run_1/layer_met3.png
Bar = 20 um.
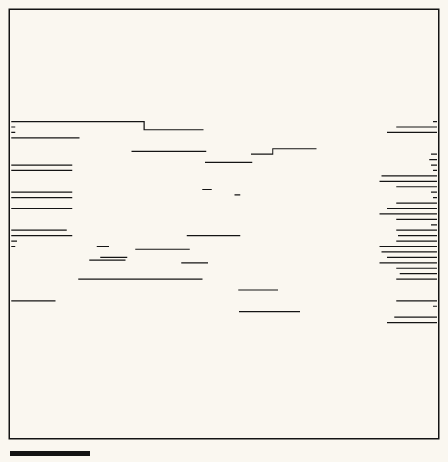
run_1/wires.png
Bar = 20 um.
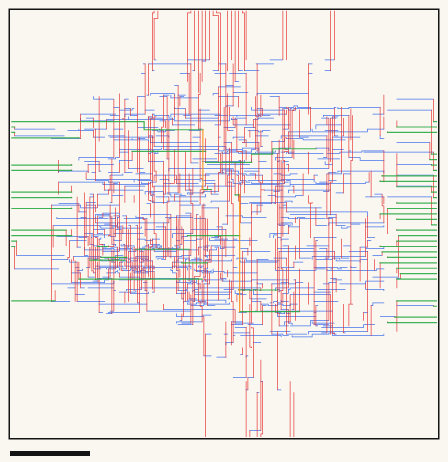
run_1/placement.png
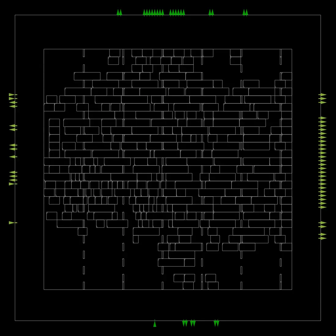
`config.mk`:
```
export PLATFORM = sky130hd
export DESIGN_NAME = serial_frame_rx
export DESIGN_NICKNAME = d
export VERILOG_FILES = /design/src/rtl/serial_frame_rx.sv
export SDC_FILE = /design/constraint.sdc
export NUM_CORES = 1
export LEC_CHECK = 0
export CAP_MARGIN = 10
export CORE_MARGIN = 10
export CORE_UTILIZATION = 45
export DETAILED_ROUTE_END_ITERATION = 10
export PLACE_DENSITY = 0.85
export REMOVE_ABC_BUFFERS = 1
export SETUP_SLACK_MARGIN = 0.3
export SYNTH_ARGS = -nofsm -noshare
export SYNTH_HDL_FRONTEND = slang
export SYNTH_SLANG_ARGS = --single-unit
```
`constraint.sdc`:
```
create_clock -name clk -period 2.9 [get_ports clk]
set_clock_uncertainty 0.2 [all_clocks]
set_input_delay 0.725 -clock clk [delete_from_list [all_inputs] [get_ports clk]]
set_output_delay 0.725 -clock clk [all_outputs]
set_load 0.005 [all_outputs]
```
`src/rtl/serial_frame_rx.sv`:
```
// serial_frame_rx: rebuilds MSB-first serial frames sampled on clkTx rising edges and splits them into fields.
// Optional SERIAL_RX_STATS_EN adds saturating good-frame and error counters.
module serial_frame_rx #(
  parameter int WIDTH = 8
) (
  input  logic                 clk,
  input  logic                 reset,
  input  logic                 clkTx,
  input  logic                 dIn,
  input  logic                 dInValid,
  output logic                 busy,
  output logic                 frameValid,
  output logic                 frameErr,
  output logic [3*WIDTH+7:0]   frameData,
  output logic [WIDTH-1:0]     opA,
  output logic [WIDTH-1:0]     opB,
  output logic [WIDTH-1:0]     result,
  output logic [3:0]           sel,
  output logic [3:0]           flags
`ifdef SERIAL_RX_STATS_EN
  ,
  output logic [15:0]          frameCount,
  output logic [7:0]           errCount
`endif
);
  localparam int FRAME_W = 3*WIDTH+8;
  localparam int CW = $clog2(FRAME_W+1);
  localparam logic [1:0] IDLE = 2'd0, SHIFT = 2'd1, DRAIN = 2'd2;
  logic [1:0] state, state_n;
  // only FRAME_W-1 bits of history are needed: the last bit completes the word directly
  logic [FRAME_W-2:0] sr, sr_n;
  logic [CW-1:0] cnt, cnt_n;
  logic [FRAME_W-1:0] data_n;
  logic clk_tx_q, rise, valid_n, err_n, extra, extra_n;
  assign rise = clkTx & ~clk_tx_q;
  always_comb begin
    state_n = state;
    sr_n    = sr;
    cnt_n   = cnt;
    data_n  = frameData;
    valid_n = 1'b0;
    err_n   = 1'b0;
    extra_n = extra;
    case (state)
      IDLE: if (rise && dInValid) begin
        sr_n    = {{(FRAME_W-2){1'b0}}, dIn};
        cnt_n   = CW'(1);
        state_n = SHIFT;
      end
      SHIFT: if (!dInValid) begin
        err_n   = 1'b1;
        cnt_n   = '0;
        state_n = IDLE;
      end else if (rise) begin
        sr_n  = {sr[FRAME_W-3:0], dIn};
        cnt_n = cnt + CW'(1);
        if (cnt_n == CW'(FRAME_W)) begin
          data_n  = {sr, dIn};
          valid_n = 1'b1;
          extra_n = 1'b0;
          state_n = DRAIN;
        end
      end
      DRAIN: if (!dInValid) begin
        extra_n = 1'b0;
        state_n = IDLE;
      end else if (rise && !extra) begin
        err_n   = 1'b1;
        extra_n = 1'b1;
      end
      default: state_n = IDLE;
    endcase
  end
  always_ff @(posedge clk or posedge reset) begin
    if (reset) begin
      state      <= IDLE;
      sr         <= '0;
      cnt        <= '0;
      frameData  <= '0;
      clk_tx_q   <= 1'b0;
      extra      <= 1'b0;
      busy       <= 1'b0;
      frameValid <= 1'b0;
      frameErr   <= 1'b0;
    end else begin
      state      <= state_n;
      sr         <= sr_n;
      cnt        <= cnt_n;
      frameData  <= data_n;
      clk_tx_q   <= clkTx;
      extra      <= extra_n;
      busy       <= state_n != IDLE;
      frameValid <= valid_n;
      frameErr   <= err_n;
    end
  end
`ifdef SERIAL_RX_STATS_EN
  always_ff @(posedge clk or posedge reset) begin
    if (reset) begin
      frameCount <= '0;
      errCount   <= '0;
    end else begin
      frameCount <= (valid_n && frameCount != '1) ? frameCount + 16'd1 : frameCount;
      errCount   <= (err_n && errCount != '1) ? errCount + 8'd1 : errCount;
    end
  end
`endif
  assign opA    = frameData[FRAME_W-1 -: WIDTH];
  assign opB    = frameData[FRAME_W-1-WIDTH -: WIDTH];
  assign result = frameData[8 +: WIDTH];
  assign sel    = frameData[7:4];
  assign flags  = frameData[3:0];
endmodule

```
==> run_summary.xml, run 1 <==
<?xml version="1.0" encoding="UTF-8"?>
<metrics>
  <group name="cts">
    <metric name="clk_pin_slew_worst_paths" unit="ps">80</metric>
    <metric name="clk_root_buffer_cell" unit="">clkbuf_8</metric>
  </group>
  <group name="synthesis">
    <metric name="ys_area" unit="um2">3418</metric>
    <metric name="mux_share" unit="%">13.84</metric>
    <metric name="aoi_share" unit="%">13.21</metric>
    <metric name="synthTopCellsByCount" unit="">dfrtp_1 (76), buf_4 (34), a22o_1 (32), mux2_4 (27), o21ai_0 (14)</metric>
    <metric name="post_synth_tally_of_flip_flops_with_integrated_enable" unit="">0</metric>
  </group>
  <group name="setup_path">
    <metric name="cp.arrival" unit="ps">2400</metric>
    <metric name="worstReg2RegEnd" unit="">frameData[24]</metric>
    <metric name="worst-path-buf-inv" unit="">2</metric>
    <metric name="critical_path.endpoint_type" unit="">flip-flop</metric>
  </group>
  <group name="floorplan">
    <metric name="die-height" unit="um">107.2</metric>
    <metric name="pin_count" unit="">72</metric>
  </group>
  <group name="global_routing">
    <metric name="antenna_violations_before_repair" unit="">0</metric>
  </group>
  <group name="run_status">
    <metric name="status" unit="">finished, final reports clean</metric>
  </group>
  <group name="final_layout">
    <metric name="finalInstanceArea" unit="um2">4235</metric>
  </group>
  <group name="power_and_ir_drop">
    <metric name="switching_power" unit="uW">579.5</metric>
    <metric name="p_per_area" unit="nW/um2">527.6</metric>
  </group>
  <group name="place">
    <metric name="final_wtd_congestion" unit="">0.8126</metric>
  </group>
  <group name="worst_hold_path">
    <metric name="min_delay_path_depth" unit="">1</metric>
  </group>
</metrics>
About layer_met3.png:
share of all routed wire: 8.9%
wire length on this layer: 601 um
nets with wire on the layer: 52
main direction: horizontal
longest straight run: 33.1 um
met3 demand-to-capacity share in global routing: 5.090%
detailed-route via count: 2042

About wires.png:
legend:
  green:
    layer: metal 3
    wire_length: 601 um
  orange:
    layer: metal 4
    wire_length: 44.2 um
  red:
    layer: metal 2
    wire_length: 3260 um
  blue:
    layer: metal 1
    wire_length: 2850 um

About placement.png:
# rows: 31
count of fill cells added during filler insertion: 563
register fraction of the total cell area: 44.90%

==> run 1: per-layer routing <==
metal	routed length, um	up-vias	global-route usage (%)
met5	0	-	0
met4	44	0	2.998
met3	600	5	5.090
met2	3261	73	18.85
met1	2846	1016	14.02
li1	-	948	-
==> run 1: registers in the layout, indices dropped and copies added, names as in the netlist <==
| register | count |
|---|---|
| frameValid | 1 |
| extra | 1 |
| frameData | 32 |
| clk_tx_q | 1 |
| busy | 1 |
| state | 2 |
| frameErr | 1 |
| cnt | 6 |
| sr | 31 |
==> run 1: cell type report <==
type                    instances  area (um2)
inverters                       7       27.53
flip-flops and latches         76        1902
clock buffers                  11       151.4
well taps                      99       123.9
clock inverters                 5       58.81
repair buffers                 77       805.8
multi-input cells             123        1166
fillers                       563        3095
==> run 2: changes to the inputs <==
--- a/config.mk
+++ b/config.mk
@@ -9,7 +9,7 @@
 export CORE_MARGIN = 10
 export CORE_UTILIZATION = 45
 export DETAILED_ROUTE_END_ITERATION = 10
-export PLACE_DENSITY = 0.85
+export PLACE_DENSITY = 0.82
 export REMOVE_ABC_BUFFERS = 1
 export SETUP_SLACK_MARGIN = 0.3
 export SYNTH_ARGS = -nofsm -noshare
==> constraint.sdc (replaced) <==
create_clock -name clk -period 2.41 [get_ports clk]
set_clock_uncertainty 0.2 [all_clocks]
set_input_delay 0.6025 -clock clk [delete_from_list [all_inputs] [get_ports clk]]
set_output_delay 0.6025 -clock clk [all_outputs]
set_load 0.005 [all_outputs]
run_2/sizes.png
Bar = 20 um.
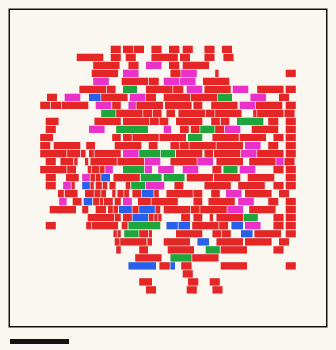
legend:
  red:
    size: _0 and _1 cells
    cells: 236
    share: 77%
    most_used: dfrtp_1
  magenta:
    size: _3 and _4 cells
    cells: 37
    share: 12%
    most_used: mux2_4
  blue:
    size: _2 cells
    cells: 15
    share: 4.9%
    most_used: mux2_2
  green:
    size: _6 and larger
    cells: 19
    share: 6.2%
    most_used: clkbuf_8
P&R area growth vs syn: 27.56%
final design area excluding fillers: 4360 um2
buffer count excluding the clock tree in the final layout: 85
final worst setup slack: 336.9 ps

run_2/layer_met3.png
Bar = 20 um.
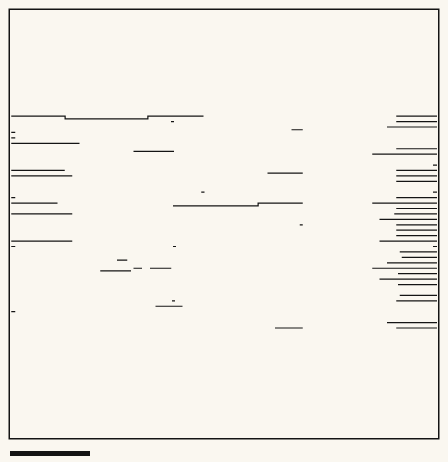
nets with wire on the layer: 49
main direction: horizontal
longest straight run: 21.2 um
wire length on this layer: 537 um
share of all routed wire: 8.1%
met3 demand-to-capacity share in global routing: 4.012%
detailed-route via count: 2112

==> run_summary.xml, run 2 <==
<?xml version="1.0" encoding="UTF-8"?>
<metrics>
  <group name="setup_path">
    <metric name="worst-path-buf-inv" unit="">1</metric>
    <metric name="required" unit="ps">1610</metric>
    <metric name="worstReg2RegEnd" unit="">frameData[2]</metric>
    <metric name="critical_path.endpoint_type" unit="">output port</metric>
    <metric name="cp.arrival" unit="ps">1270</metric>
  </group>
  <group name="power_and_ir_drop">
    <metric name="power_drawn_by_the_sequential_cells" unit="mW">1.39</metric>
    <metric name="p_per_area" unit="nW/um2">639.5</metric>
    <metric name="switching_power" unit="uW">676.8</metric>
  </group>
  <group name="synthesis">
    <metric name="synth_dominant_cell_count" unit="">dfrtp_1</metric>
    <metric name="post_synth_tally_of_flip_flops_with_integrated_enable" unit="">0</metric>
    <metric name="ys_area" unit="um2">3418</metric>
    <metric name="adder_area_share" unit="%">2.196</metric>
    <metric name="aoi_share" unit="%">13.21</metric>
    <metric name="mux_share" unit="%">13.84</metric>
    <metric name="synth.top_cells.by_area" unit="">dfrtp_1 (56%), mux2_4 (12%), a22o_1 (8.2%), buf_4 (7.5%), ha_1 (2.2%)</metric>
    <metric name="yosys_most_used_dff" unit="">dfrtp_1</metric>
    <metric name="synthTopCellsByCount" unit="">dfrtp_1 (76), buf_4 (34), a22o_1 (32), mux2_4 (27), o21ai_0 (14)</metric>
  </group>
  <group name="place">
    <metric name="final_wtd_congestion" unit="">0.7462</metric>
    <metric name="placed_cells" unit="">386</metric>
  </group>
  <group name="cts">
    <metric name="clk_pin_slew_worst_paths" unit="ps">80</metric>
    <metric name="cts_inserted_buffers" unit="">9</metric>
    <metric name="clk_root_buffer_cell" unit="">clkbuf_8</metric>
    <metric name="cts_resized" unit="">2</metric>
  </group>
  <group name="final_layout">
    <metric name="layout.area.comb" unit="um2">1176</metric>
    <metric name="largest_register_ffs" unit="">32</metric>
    <metric name="layout_top_cell_excl_fill_tap" unit="">dfrtp_1</metric>
    <metric name="largest_register" unit="">frameData</metric>
    <metric name="flop_area" unit="um2">1903</metric>
    <metric name="n_fill_cell" unit="">537</metric>
    <metric name="layout_top_registers" unit="">frameData (32), sr (31), cnt (6)</metric>
  </group>
  <group name="worst_hold_path">
    <metric name="worstHoldPathType" unit="">flip-flop to flip-flop</metric>
    <metric name="min_delay_path_depth" unit="">1</metric>
  </group>
  <group name="final_timing">
    <metric name="fmax" unit="GHz">0.4824</metric>
    <metric name="period_used_share" unit="%">86.02</metric>
  </group>
  <group name="floorplan">
    <metric name="pin_count" unit="">72</metric>
    <metric name="fp-utilization" unit="%">46.63</metric>
    <metric name="placement_rows" unit="">31</metric>
    <metric name="die-height" unit="um">107.2</metric>
  </group>
  <group name="global_routing">
    <metric name="grt.total_usage" unit="%">11.18</metric>
    <metric name="globalRouteMet2Util" unit="%">16.67</metric>
    <metric name="globalRouteMet1Util" unit="%">14.08</metric>
    <metric name="antenna_violations_before_repair" unit="">0</metric>
    <metric name="grt.busiest_layer" unit="">met2</metric>
  </group>
  <group name="run_status">
    <metric name="status" unit="">finished, final reports clean</metric>
  </group>
</metrics>
run_2/layer_met4.png
Supply wires on this layer in grey. Cells faint in the background.
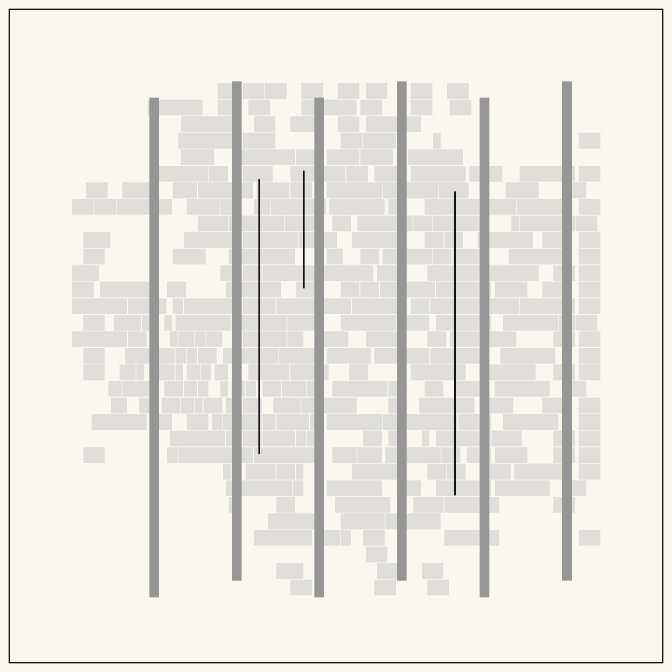
main direction: vertical
nets with wire on the layer: 2
share of all routed wire: 1.7%
aggregate routed wire length: 6.620 mm

==> run 2: cell type report <==
class / instances / share of cell area (%)
Sequential cell: 76 / 43.64
Multi-Input combinational cell: 123 / 26.97
Timing Repair Buffer: 85 / 20.69
Clock buffer: 13 / 3.644
Tap cell: 99 / 2.841
Clock inverter: 3 / 1.578
Inverter: 7 / 0.6313
==> run 2: metrics by stage <==
stage               setup TNS (ps)  hold WS (ps)  instance area (um2)
floorplan                   -44170         269.1                 3090
CTS                              0         330.3                 4315
finish                           0         327.5                 4360
detailed placement          -324.7         309.1                 4068
global placement                 0         286.5                 4068
global route                     0         350.1                 4360
==> run 2: layer usage <==
metal	share of wire [%]	vias up
met5	0	-
met1	44	1061
li1	-	977
met3	8.1	12
met2	46	62
met4	1.7	0
==> run 3: changes to the inputs <==
--- a/config.mk
+++ b/config.mk
@@ -12,6 +12,7 @@
 export PLACE_DENSITY = 0.82
 export REMOVE_ABC_BUFFERS = 1
 export SETUP_SLACK_MARGIN = 0.3
+export SKIP_CTS_REPAIR_TIMING = 1
 export SYNTH_ARGS = -nofsm -noshare
 export SYNTH_HDL_FRONTEND = slang
 export SYNTH_SLANG_ARGS = --single-unit
run_3/placement.png
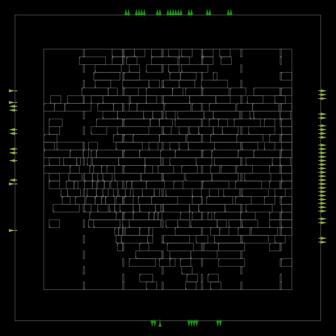
core region area: 7331 um2
count of fill cells added during filler insertion: 537
Finished Core Util: 59.52%

run_3/wires.png
Bar = 20 um.
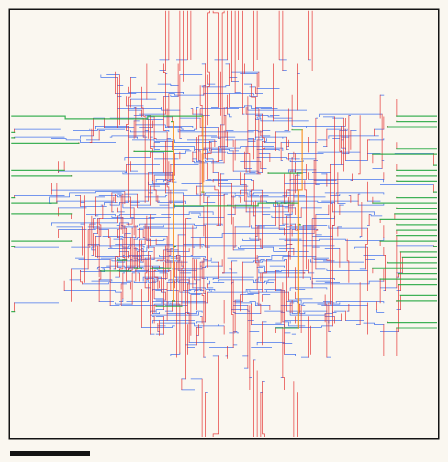
legend:
  orange:
    layer: metal 4
    wire_length: 115 um
  green:
    layer: metal 3
    wire_length: 535 um
  blue:
    layer: metal 1
    wire_length: 2920 um
  red:
    layer: metal 2
    wire_length: 3050 um
Avg WL per Cell: 16.32 um
detailed-route via count: 2119
aggregate routed wire length: 6.625 mm

==> run_summary.xml, run 3 <==
<?xml version="1.0" encoding="UTF-8"?>
<metrics>
  <group name="run_status">
    <metric name="status" unit="">finished, final reports clean</metric>
  </group>
  <group name="synthesis">
    <metric name="synth.top_cells.by_area" unit="">dfrtp_1 (56%), mux2_4 (12%), a22o_1 (8.2%), buf_4 (7.5%), ha_1 (2.2%)</metric>
    <metric name="synth_dominant_cell_count" unit="">dfrtp_1</metric>
    <metric name="adder_area_share" unit="%">2.196</metric>
    <metric name="yosys_most_used_dff" unit="">dfrtp_1</metric>
    <metric name="synth_sequential_area_ratio" unit="%">55.64</metric>
    <metric name="synthTopCellsByCount" unit="">dfrtp_1 (76), buf_4 (34), a22o_1 (32), mux2_4 (27), o21ai_0 (14)</metric>
    <metric name="ys_area" unit="um2">3418</metric>
    <metric name="synthTopLogicFamily" unit="">multiplexers</metric>
    <metric name="aoi_share" unit="%">13.21</metric>
    <metric name="mux_share" unit="%">13.84</metric>
    <metric name="post_synth_tally_of_flip_flops_with_integrated_enable" unit="">0</metric>
  </group>
  <group name="global_routing">
    <metric name="globalRouteMet2Util" unit="%">16.75</metric>
    <metric name="grt_util_met3" unit="%">4.012</metric>
    <metric name="grt.total_usage" unit="%">11.20</metric>
    <metric name="antenna_violations_before_repair" unit="">0</metric>
    <metric name="globalRouteMet1Util" unit="%">14.04</metric>
  </group>
  <group name="floorplan">
    <metric name="fp-utilization" unit="%">46.63</metric>
    <metric name="die-height" unit="um">107.2</metric>
    <metric name="chipWidth" unit="um">107.2</metric>
    <metric name="pin_count" unit="">72</metric>
  </group>
  <group name="setup_path">
    <metric name="worst-path-buf-inv" unit="">2</metric>
    <metric name="logic_depth_of_the_worst_register_to_register_path" unit="">6</metric>
    <metric name="worstReg2RegEnd" unit="">frameData[2]</metric>
    <metric name="critical_path.endpoint_type" unit="">flip-flop</metric>
    <metric name="required" unit="ps">2440</metric>
    <metric name="cp.arrival" unit="ps">2100</metric>
  </group>
  <group name="final_layout">
    <metric name="largest_register" unit="">frameData</metric>
    <metric name="layout.cells.non_filler" unit="">406</metric>
    <metric name="layout_top_cell_excl_fill_tap" unit="">dfrtp_1</metric>
    <metric name="largest_register_ffs" unit="">32</metric>
    <metric name="num_antenna_cells" unit="">0</metric>
  </group>
  <group name="power_and_ir_drop">
    <metric name="p_per_area" unit="nW/um2">638.8</metric>
  </group>
  <group name="cts">
    <metric name="cts_inserted_buffers" unit="">9</metric>
    <metric name="clk_root_buffer_cell" unit="">clkbuf_8</metric>
  </group>
  <group name="final_timing">
    <metric name="setup_tns" unit="ps">0</metric>
    <metric name="hold_slack" unit="ps">327.5</metric>
    <metric name="period_used_share" unit="%">85.73</metric>
  </group>
  <group name="worst_hold_path">
    <metric name="min_delay_path_depth" unit="">1</metric>
  </group>
  <group name="detailed_routing">
    <metric name="met1_length" unit="mm">2.922</metric>
    <metric name="routed_length_on_met2" unit="mm">3.053</metric>
    <metric name="met3_length" unit="um">535</metric>
  </group>
  <group name="place">
    <metric name="placed_cells" unit="">386</metric>
    <metric name="dpl_cell_area" unit="um2">4068</metric>
    <metric name="final_wtd_congestion" unit="">0.7462</metric>
  </group>
</metrics>
run_3/sizes.png
Bar = 20 um.
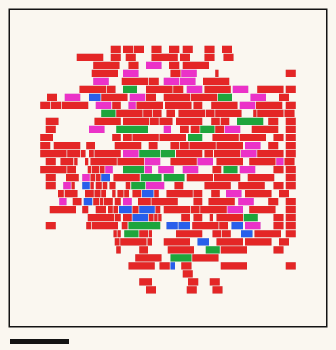
legend:
  blue:
    size: _2 cells
    cells: 14
    share: 4.6%
    most_used: mux2_2
  red:
    size: _0 and _1 cells
    cells: 237
    share: 77%
    most_used: dfrtp_1
  magenta:
    size: _3 and _4 cells
    cells: 37
    share: 12%
    most_used: mux2_4
  green:
    size: _6 and larger
    cells: 19
    share: 6.2%
    most_used: clkbuf_8
P&R area growth vs syn: 27.64%
final worst setup slack: 343.8 ps

## run 3: area by class of cell
cell class | count | area, um2 | share of cell area [%]
tap | 99 | 123.9 | 2.839
inverter | 7 | 27.53 | 0.6309
sequential | 76 | 1902 | 43.59
multi-input combinational | 123 | 1176 | 26.96
timing repair buffer | 85 | 905.9 | 20.76
clock inverter | 3 | 68.82 | 1.577
clock buffer | 13 | 158.9 | 3.642
## run 3: stage by stage
step                      setup slack [ps]  power (mW)
after floorplan                     -563.5       1.590
after global placement               16.03       1.697
after detailed placement            -14.99       1.709
after CTS                            261.2       2.798
after global routing                 290.0       2.916
final                                343.8       2.787
## run 3: report_power, final
part           internal (mW)  leakage (nW)  switching, mW
Sequential              1.33          1.05         0.0614
Clock                  0.643         0.114          0.449
Combinational          0.135          1.00          0.166
Total                   2.11          2.17          0.677
Power and IR drop assume default switching activity.
